$ cat config.mk
export PLATFORM = sky130hd
export DESIGN_NAME = uart_rx
export DESIGN_NICKNAME = d
export VERILOG_FILES = /design/src/rtl/uart_pkg.sv /design/src/rtl/sync_2ff.sv /design/src/rtl/uart_rx.sv
export SDC_FILE = /design/constraint.sdc
export NUM_CORES = 1
export LEC_CHECK = 0
export ABC_CLOCK_PERIOD_IN_PS = 3200
export CAP_MARGIN = 25
export CORE_MARGIN = 2
export CORE_UTILIZATION = 57
export DETAILED_ROUTE_END_ITERATION = 8
export PLACE_DENSITY = 0.8
export REMOVE_ABC_BUFFERS = 1
export SLEW_MARGIN = 25
export SYNTH_ARGS = -nofsm -noshare
export SYNTH_HDL_FRONTEND = slang
export SYNTH_SLANG_ARGS = --single-unit
export TNS_END_PERCENT = 5
$ cat constraint.sdc
create_clock -name clock -period 3.2 [get_ports clock]
set_input_delay 0.96 -clock clock [delete_from_list [all_inputs] [get_ports clock]]
set_output_delay 0.96 -clock clock [all_outputs]
set_load 0.01 [all_outputs]
$ cat src/rtl/uart_pkg.sv
// Shared UART types and helpers, used by uart_rx and uart_tx.
// Includes the receiver state encoding and the bit-period helper.
package uart_pkg;

  typedef enum logic [2:0] {
    IDLE,
    START,
    DATA,
    STOP,
    PARITY
  } uart_rx_state_t;

  function automatic int bit_cycles(input int clock_freq,
                                    input int baud_rate);
    return clock_freq / baud_rate;
  endfunction

endpackage

$ cat src/rtl/sync_2ff.sv
// Two-flop synchronizer for a single asynchronous input bit.
// Both flops reset to RESET_VAL.
module sync_2ff #(
  parameter bit RESET_VAL = 1'b1
) (
  input  logic clock,
  input  logic reset,
  input  logic d,
  output logic q
);

  logic meta;

  always_ff @(posedge clock or posedge reset) begin
    if (reset) begin
      meta <= RESET_VAL;
      q    <= RESET_VAL;
    end else begin
      meta <= d;
      q    <= meta;
    end
  end

endmodule

$ cat src/rtl/uart_rx.sv
// UART receiver: mid-bit sampling, valid/ready output, framing/overrun pulses.
// Define UART_RX_PARITY_EN to add a parity bit, PARITY_ODD and parity_error.
module uart_rx
  import uart_pkg::*;
#(
  parameter int BAUD_RATE  = 9600,
  parameter int CLOCK_FREQ = 50000000,
  parameter int DATA_BITS  = 8
`ifdef UART_RX_PARITY_EN
  ,
  parameter bit PARITY_ODD = 1'b0
`endif
) (
  input  logic                 clock,
  input  logic                 reset,
  input  logic                 rx,
  output logic [DATA_BITS-1:0] rx_data,
  output logic                 rx_valid,
  input  logic                 rx_ready,
  output logic                 rx_busy,
  output logic                 frame_error,
`ifdef UART_RX_PARITY_EN
  output logic                 parity_error,
`endif
  output logic                 overrun
);

  localparam int BIT_CYCLES  = bit_cycles(CLOCK_FREQ, BAUD_RATE);
  localparam int HALF_CYCLES = BIT_CYCLES / 2;
  localparam int CW = $clog2(BIT_CYCLES + 1);
  localparam int BW = $clog2(DATA_BITS + 1);

  localparam logic [CW-1:0] BIT_LAST  = CW'(BIT_CYCLES - 1);
  localparam logic [CW-1:0] HALF_LAST = CW'(HALF_CYCLES - 1);
  localparam logic [BW-1:0] DATA_LAST = BW'(DATA_BITS - 1);

  uart_rx_state_t       state;
  logic                 rx_s;
  logic                 armed;
  logic [CW-1:0]        clock_count;
  logic [BW-1:0]        bit_count;
  logic [DATA_BITS-1:0] shift;
  logic                 bit_done;
`ifdef UART_RX_PARITY_EN
  logic                 parity_bad;
`endif

  sync_2ff #(
    .RESET_VAL(1'b1)
  ) u_sync (
    .clock(clock),
    .reset(reset),
    .d    (rx),
    .q    (rx_s)
  );

  assign bit_done = (clock_count == BIT_LAST);

  always_ff @(posedge clock or posedge reset) begin
    if (reset) begin
      state       <= IDLE;
      armed       <= 1'b0;
      clock_count <= '0;
      bit_count   <= '0;
      shift       <= '0;
      rx_data     <= '0;
      rx_valid    <= 1'b0;
      rx_busy     <= 1'b0;
      frame_error <= 1'b0;
      overrun     <= 1'b0;
`ifdef UART_RX_PARITY_EN
      parity_bad   <= 1'b0;
      parity_error <= 1'b0;
`endif
    end else begin
      frame_error <= 1'b0;
      overrun     <= 1'b0;
`ifdef UART_RX_PARITY_EN
      parity_error <= 1'b0;
`endif
      if (rx_valid && rx_ready) rx_valid <= 1'b0;
      case (state)
        IDLE: begin
          // a held-low line must go high once before a new start counts
          if (!armed) begin
            armed <= rx_s;
          end else if (!rx_s) begin
            state       <= START;
            clock_count <= '0;
            rx_busy     <= 1'b1;
          end
        end
        START: begin
          if (clock_count == HALF_LAST) begin
            clock_count <= '0;
            if (rx_s) begin
              state   <= IDLE;
              rx_busy <= 1'b0;
            end else begin
              state     <= DATA;
              bit_count <= '0;
`ifdef UART_RX_PARITY_EN
              parity_bad <= 1'b0;
`endif
            end
          end else begin
            clock_count <= clock_count + 1'b1;
          end
        end
        DATA: begin
          if (bit_done) begin
            clock_count <= '0;
            shift       <= {rx_s, shift[DATA_BITS-1:1]};
            bit_count   <= bit_count + 1'b1;
            if (bit_count == DATA_LAST) begin
              bit_count <= '0;
`ifdef UART_RX_PARITY_EN
              state <= PARITY;
`else
              state <= STOP;
`endif
            end
          end else begin
            clock_count <= clock_count + 1'b1;
          end
        end
`ifdef UART_RX_PARITY_EN
        PARITY: begin
          if (bit_done) begin
            clock_count <= '0;
            parity_bad  <= rx_s ^ (^shift) ^ PARITY_ODD;
            state       <= STOP;
          end else begin
            clock_count <= clock_count + 1'b1;
          end
        end
`endif
        STOP: begin
          if (bit_done) begin
            clock_count <= '0;
            state       <= IDLE;
            rx_busy     <= 1'b0;
            armed       <= 1'b0;
            if (!rx_s) begin
              frame_error <= 1'b1;
`ifdef UART_RX_PARITY_EN
            end else if (parity_bad) begin
              parity_error <= 1'b1;
`endif
            end else if (!rx_valid || rx_ready) begin
              rx_data  <= shift;
              rx_valid <= 1'b1;
            end else begin
              overrun <= 1'b1;
            end
          end else begin
            clock_count <= clock_count + 1'b1;
          end
        end
        default: begin
          state   <= IDLE;
          rx_busy <= 1'b0;
        end
      endcase
    end
  end

endmodule

run_1/congestion.png
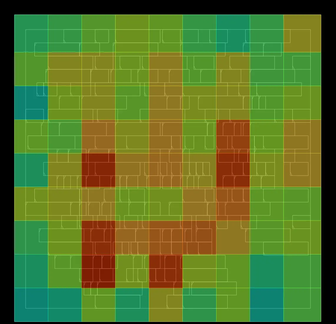
fraction of met2 tracks used by global routing: 32.3%
global-route track usage on met3: 4.86%
layer carrying the most global-route usage: met2
Layout Utilization: 66.3%

run_1/flops_by_reg.png
The bar under the picture is 20 µm long. Other sequential cells in the stronger grey, the rest of the logic in the fainter grey.
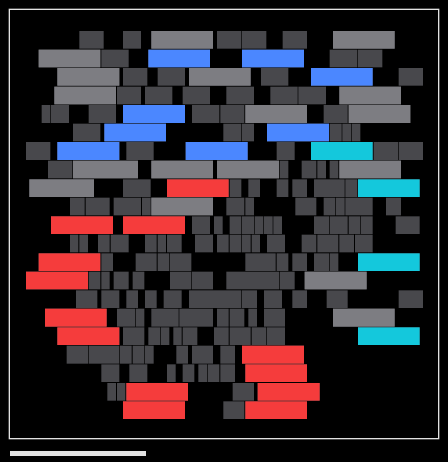
legend:
  blue:
    name_in_the_netlist: shift
    placed_flops: 8
  cyan:
    name_in_the_netlist: bit_count
    placed_flops: 4
    where: middle right
  red:
    name_in_the_netlist: clock_count
    placed_flops: 13
not coloured: 17

run_1/cell_density.png
The die is cut into 6 by 6 equal tiles; black is low, pale yellow is high, 0 to 100% covered.
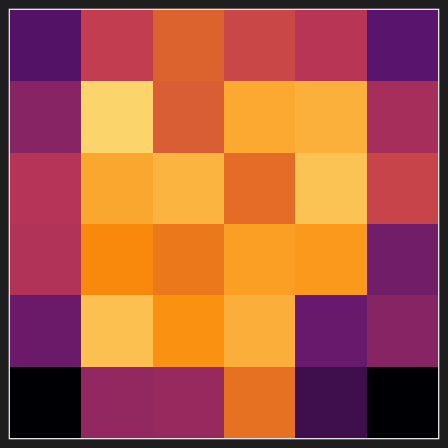
emptiest ninth of the die: lower right
mean over tiles: 55%
densest ninth of the die: centre
tiles over 75% full: 31%
fullest tile: 91%

==> reports/highlights.md, run 1 <==
## Run status
* finished, final reports clean — outcome

## Clock network
* 0 — post-CTS sizing
* 2 — buffer levels on the longest clock path
* 0.13 ns — clock input transition at the sequential cells of the worst setup and hold paths
* 0 — hold_buf cts
* 2 — total number of H-tree levels
* 0 — setup bufs post-CTS
* 5 — CTS Buf Count
* built — TritonCTS clock tree
* 0.35 ns — insertion delay to the later sink of the worst-skew pair
* sky130_fd_sc_hd__clkbuf_4 — Clock Tree Root
* 42 — number of sinks handled by clock tree synthesis

## Finish
* sky130_fd_sc_hd__dfrtp_1 — leading cell type in the layout, fill and taps excluded
* 2.66% — final-layout clock-cell area share
* 17 — non-clock buffer instance count of the final layout
* registers — biggest cell category by area in the final layout
* 0 — antenna diode count
* 858 µm² — Comb gate area
* 40 x sky130_fd_sc_hd__dfrtp_1, 18 x sky130_fd_sc_hd__nand2_1, 16 x sky130_fd_sc_hd__mux2_2 — most used cells in the layout excluding fill and tap cells
* 262 — Filler Cell Count
* 38.8% — multi-input gate share of total cell area
* 13 — max reg flops
* 47.6% — Seq/total area
* 0.00105 mm² — area occupied by registers
* clock_count — Biggest register
* clock_count: 13 flops, rx_data: 8 flops, shift: 8 flops — Regs by FF count
* 0.00221 mm² — final standard cell area without fillers
* 42 — FF+latch count
* 12.0% — area overhead of the layout relative to synthesis
* 5 — Clock buffer cells
* 198 — Post-layout nets
* 17.6% — share of post-route cells with drive strength above 1
* 7.47% — share of final layout cell area taken by non-clock buffers
* 239 — Layout Cells excl Fill
* 121 — multi-input combinational gate total

## Hold path
* u_sync.q$_DFF_PP1_ — hold endpoint
* u_sync.meta$_DFF_PP1_ — hold path start
* reg -> reg — classification of the worst-slack hold path
* 0 — cell depth of the worst min-delay path

## Worst setup path
* 2.87 ns — crit path DAT
* clock_count[0]$_DFFE_PP0P_ — beginning of the critical path
* sky130_fd_sc_hd__or3b_1 — slowest cell on the critical path
* 0.59 ns — setup slack of the most critical reg-to-reg path
* 0.45 ns — peak per-stage delay on the critical path
* ha_1 > or3b_1 > nor4_4 > buf_4 > and2_1 > mux2_2 — worst-path cell chain
* flop — endpoint type of the worst setup path
* 3.46 ns — Req. time, crit path
* clock_count[0]$_DFFE_PP0P_ — startpoint of the worst register-to-register path
* shift[7]$_DFFE_PP0P_ — FF-to-FF End
* 10 — biggest fanout along the worst timing path
* 1 — number of buffer and inverter stages on the critical path
* 6 — count of cell instances traversed by the critical path
* reg -> reg — critical setup path kind
* simple AND/OR/NAND/NOR gates — family of cells with the greatest summed delay on the critical path
* flop — crit start category
* 6 — worst reg2reg path depth

## Die
* 62.9 µm — vertical die size
* 62.9 µm — width of the die
* 0.00395 mm² — area enclosed by the die boundary
* 21 — standard-cell row count
* 16 — Top-Level Pins
* 0.00334 mm² — core area

## Synth
* 14.6% — aoi share
* 0 — yosys synthesis warning count
* 9.12% — share of cell area taken by muxes after synthesis
* 174 — number of instances in the synthesized netlist
* sky130_fd_sc_hd__dfrtp_1 — dominant register cell in the synthesized netlist
* 42 — count of state elements after synthesis
* 1.77% — Synth Area in XOR/XNOR
* 53.3% — sequential cell area fraction in the yosys report
* 11.4 µm² — mean instance size in the synthesized netlist
* 0.00198 mm² — area reported by Yosys stat
* 174 — cell total in the yosys stat output
* simple AND/OR/NAND/NOR gates — main kind of combinational logic by area
* sky130_fd_sc_hd__dfrtp_1 51%, sky130_fd_sc_hd__mux2_2 9.1%, sky130_fd_sc_hd__nand2_1 3.4%, sky130_fd_sc_hd__dfstp_2 2.7%, sky130_fd_sc_hd__a22o_1 2.7% — ranking of synthesized cells by area
* 40 x sky130_fd_sc_hd__dfrtp_1, 18 x sky130_fd_sc_hd__nand2_1, 16 x sky130_fd_sc_hd__mux2_2 — cell types with the highest counts after synthesis
* 100% — asr flop ratio synth
* 0.00198 mm² — synthesized cell area
* 39 — Cell variety after synth
* 16.7% — area fraction in and, or, nand and nor cells after synthesis
* sky130_fd_sc_hd__dfrtp_1 — post-synthesis cell type with the largest combined area
* sky130_fd_sc_hd__dfrtp_1 — most frequent cell after synthesis
* 1.27% — yosys adder share
* 0 — count of flip-flops with a built-in enable after synthesis
* 50.7% — share of Yosys cell area claimed by the top area cell type

## Power
* 31.9% — fraction of power spent switching nets
* 57.6% — fraction of power consumed by sequential logic
* registers — Largest Pwr Group
* 476 mW/mm² — ratio of total power to cell area
* 0.321 mV — worst vdd rail ir drop
* 17.8% — Comb pwr share
* 0.717 mW — internal portion of total power
* 0.259 mW — Clk power
* 24.7% — fraction of power consumed by the clock network
* 0.187 mW — combinational group power
* 1.04 nW — cell leakage power
* 0.606 mW — sequential cell power
* 0.335 mW — switching power summed over all nets
* 1.05 mW — Power Total

## Route
* 15.0 µm — wire length per cell after detailed routing
* 0 — DRC violations left
* 1.77 mm — wire length on met2
* 3.58 mm — Routed Wire Length
* 89 µm — Met3 Wirelength
* 5.74 — vias per cell
* 0 — remaining number of nets flagged by the antenna check after routing
* met4 — uppermost layer routed
* 4 — Initial DRT Pass Iterations
* 1.67 mm — met1 layer wirelength in the final routing
* 1373 — via count
* 111 — violation count after the first detailed-route iteration

## Timing
* 81.6% — ratio of final minimum period to clock period
* false — unrepaired setup endpoints after global routing
* 47.7% — slew margin rel.
* 2.61 ns — minimum clock period
* 0.784 ns — Tightest Pin Transition
* 0 — final hold violation count
* 0 — final-report max-slew violation count
* 0 ns — summed negative setup slack over all endpoints
* 0.0160 ns — Worst Clk Skew
* 0.365 ns — Final Hold Slack
* 383 MHz — maximum clock frequency
* 0 — number of setup violations in the final report
* 0.590 ns — setup ws final

## Global routing
* 28.9% — grt met1 use
* 1319 — vias in the first global route
* 0 — overflow left after global routing
* 21.0% — total global-route track usage
* 43 — largest net degree at the start of global routing
* 6.44 mm — global-route wire length before repair
* 0 — initial antenna violation count

## Place
* 0.00215 mm² — Post-Place Cell Area
* 15 — count of buffers from port buffering
* 231 — instance count after placement with tap cells included
* 0.832 — RePlAce Congestion
* 2.58 mm — placed wire-length estimate after detailed placement

## Flow run
* 25 — Tool Warnings
* 0 — number of maximum-capacitance constraint violations

==> run 2: changes to the inputs <==
ABC_CLOCK_PERIOD_IN_PS = 2450   (was 3200)
clock period = 2.45 ns   (was 3.2 ns; I/O delays follow)
run_2/congestion.png
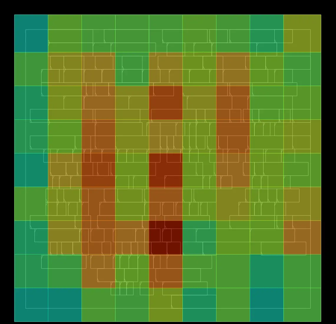
global-route track usage on met3: 5.59%
wire length per cell after detailed routing: 14.4 µm
grt met1 use: 24.6%
Layout Utilization: 67.6%
total global-route track usage: 19.9%

run_2/placement_by_type.png
The bar under the picture is 20 µm long. Fill, decap, tap and diode cells in grey.
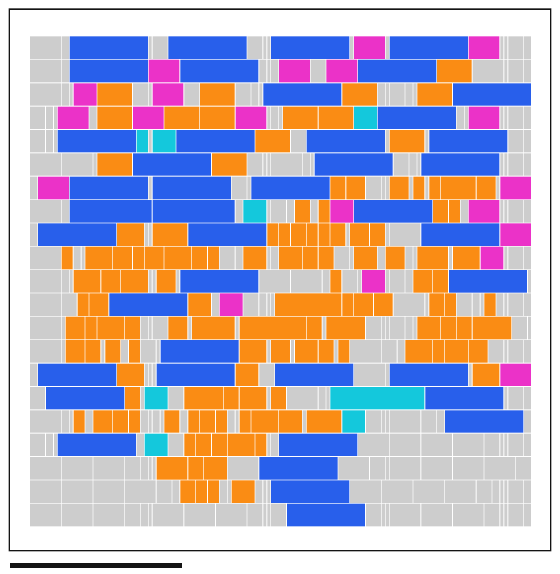
legend:
  blue:
    class: flops
    cells: 42
  orange:
    class: combinational and other logic
    cells: 126
  cyan:
    class: clock drivers and dummy loads
    cells: 8
  magenta:
    class: other buffers and delay cells
    cells: 20

==> run 2 against run 1 <==
Effect of this change:
- largest power group unchanged
- combinational power is 26% higher
- total power is 38% higher
- clock power is 66% higher
- core utilization is 1.3 points higher
- clock skew is 0.0040 ns lower
- routed wire length is 2.5% lower
- clock-buffer cell count is 1 higher
- synthesized cell count stayed put
- synthesized area stayed put
- die area stayed put
==> reports/highlights.md, run 2 <==
## Run status
* finished, final reports clean — outcome, unchanged

## Synth
* sky130_fd_sc_hd__dfrtp_1 51%, sky130_fd_sc_hd__mux2_2 9.1%, sky130_fd_sc_hd__nand2_1 3.4%, sky130_fd_sc_hd__dfstp_2 2.7%, sky130_fd_sc_hd__a22o_1 2.7% — ranking of synthesized cells by area, unchanged
* 16.7% — area fraction in and, or, nand and nor cells after synthesis, unchanged
* 100% — asr flop ratio synth, unchanged
* 53.3% — sequential cell area fraction in the yosys report, unchanged
* sky130_fd_sc_hd__dfrtp_1 — dominant register cell in the synthesized netlist, unchanged
* 39 — Cell variety after synth, unchanged
* 11.4 µm² — mean instance size in the synthesized netlist, unchanged
* 9.12% — share of cell area taken by muxes after synthesis, unchanged
* sky130_fd_sc_hd__dfrtp_1 — post-synthesis cell type with the largest combined area, unchanged
* sky130_fd_sc_hd__dfrtp_1 — most frequent cell after synthesis, unchanged
* 0.00198 mm² — area reported by Yosys stat, unchanged
* 50.7% — share of Yosys cell area claimed by the top area cell type, unchanged
* 0.00198 mm² — synthesized cell area, unchanged

## Finish
* 38.1% — multi-input gate share of total cell area, was 38.8%
* 121 — multi-input combinational gate total, unchanged
* 0 — antenna diode count, unchanged
* registers — biggest cell category by area in the final layout, unchanged
* 0.00226 mm² — final standard cell area without fillers, was 0.00221 mm²
* 860 µm² — Comb gate area, was 858 µm²
* 46.7% — Seq/total area, was 47.6%
* 18.9% — share of post-route cells with drive strength above 1, was 17.6%
* clock_count: 13 flops, rx_data: 8 flops, shift: 8 flops — Regs by FF count, unchanged
* 40 x sky130_fd_sc_hd__dfrtp_1, 18 x sky130_fd_sc_hd__nand2_1, 16 x sky130_fd_sc_hd__mux2_2 — most used cells in the layout excluding fill and tap cells, unchanged
* 6 — Clock buffer cells, was 5

## Worst setup path
* simple AND/OR/NAND/NOR gates — family of cells with the greatest summed delay on the critical path, unchanged
* clock_count[11]$_DFFE_PP0P_ — FF-to-FF End, was shift[7]$_DFFE_PP0P_
* flop — crit start category, unchanged
* clock_count[0]$_DFFE_PP0P_ — beginning of the critical path, unchanged
* 6 — count of cell instances traversed by the critical path, unchanged
* 20 — biggest fanout along the worst timing path, was 10
* 2.65 ns — Req. time, crit path, was 3.46 ns
* flop — endpoint type of the worst setup path, unchanged
* 2.53 ns — crit path DAT, was 2.87 ns

## Power
* 29.5% — fraction of power consumed by the clock network, was 24.7%
* 1.04 mW — internal portion of total power, was 0.717 mW
* 0.467 mV — worst vdd rail ir drop, was 0.321 mV
* 16.2% — Comb pwr share, was 17.8%
* 0.430 mW — Clk power, was 0.259 mW
* 1.06 nW — cell leakage power, was 1.04 nW
* registers — Largest Pwr Group, unchanged
* 28.7% — fraction of power spent switching nets, was 31.9%
* 1.46 mW — Power Total, was 1.05 mW

## Timing
* 0.363 ns — Final Hold Slack, was 0.365 ns
* 0.124 ns — setup ws final, was 0.590 ns
* 0 — final-report max-slew violation count, unchanged
* 0.0120 ns — Worst Clk Skew, was 0.0160 ns
* 0 — final hold violation count, unchanged
* 2.33 ns — minimum clock period, was 2.61 ns
* 430 MHz — maximum clock frequency, was 383 MHz
* 94.9% — ratio of final minimum period to clock period, was 81.6%

## Route
* 4 — Initial DRT Pass Iterations, unchanged
* 5.73 — vias per cell, was 5.74
* met4 — uppermost layer routed, unchanged
* 1.68 mm — wire length on met2, was 1.77 mm
* 82 — violation count after the first detailed-route iteration, was 111
* 0 — remaining number of nets flagged by the antenna check after routing, unchanged

## Hold path
* reg -> reg — classification of the worst-slack hold path, unchanged
* u_sync.q$_DFF_PP1_ — hold endpoint, unchanged

## Clock network
* 42 — number of sinks handled by clock tree synthesis, unchanged
* 0.36 ns — insertion delay to the later sink of the worst-skew pair, was 0.35 ns
* 2 — total number of H-tree levels, unchanged
* built — TritonCTS clock tree, unchanged

## Global routing
* 0 — overflow left after global routing, unchanged
* met2 — layer carrying the most global-route usage, unchanged
* 1383 — vias in the first global route, was 1319
* 33.9% — fraction of met2 tracks used by global routing, was 32.3%

## Die
* 0.00395 mm² — area enclosed by the die boundary, unchanged
* 0.00334 mm² — core area, unchanged
* 62.9 µm — vertical die size, unchanged
* 16 — Top-Level Pins, unchanged

## Place
* 15 — count of buffers from port buffering, unchanged

Power and IR drop assume default switching activity.
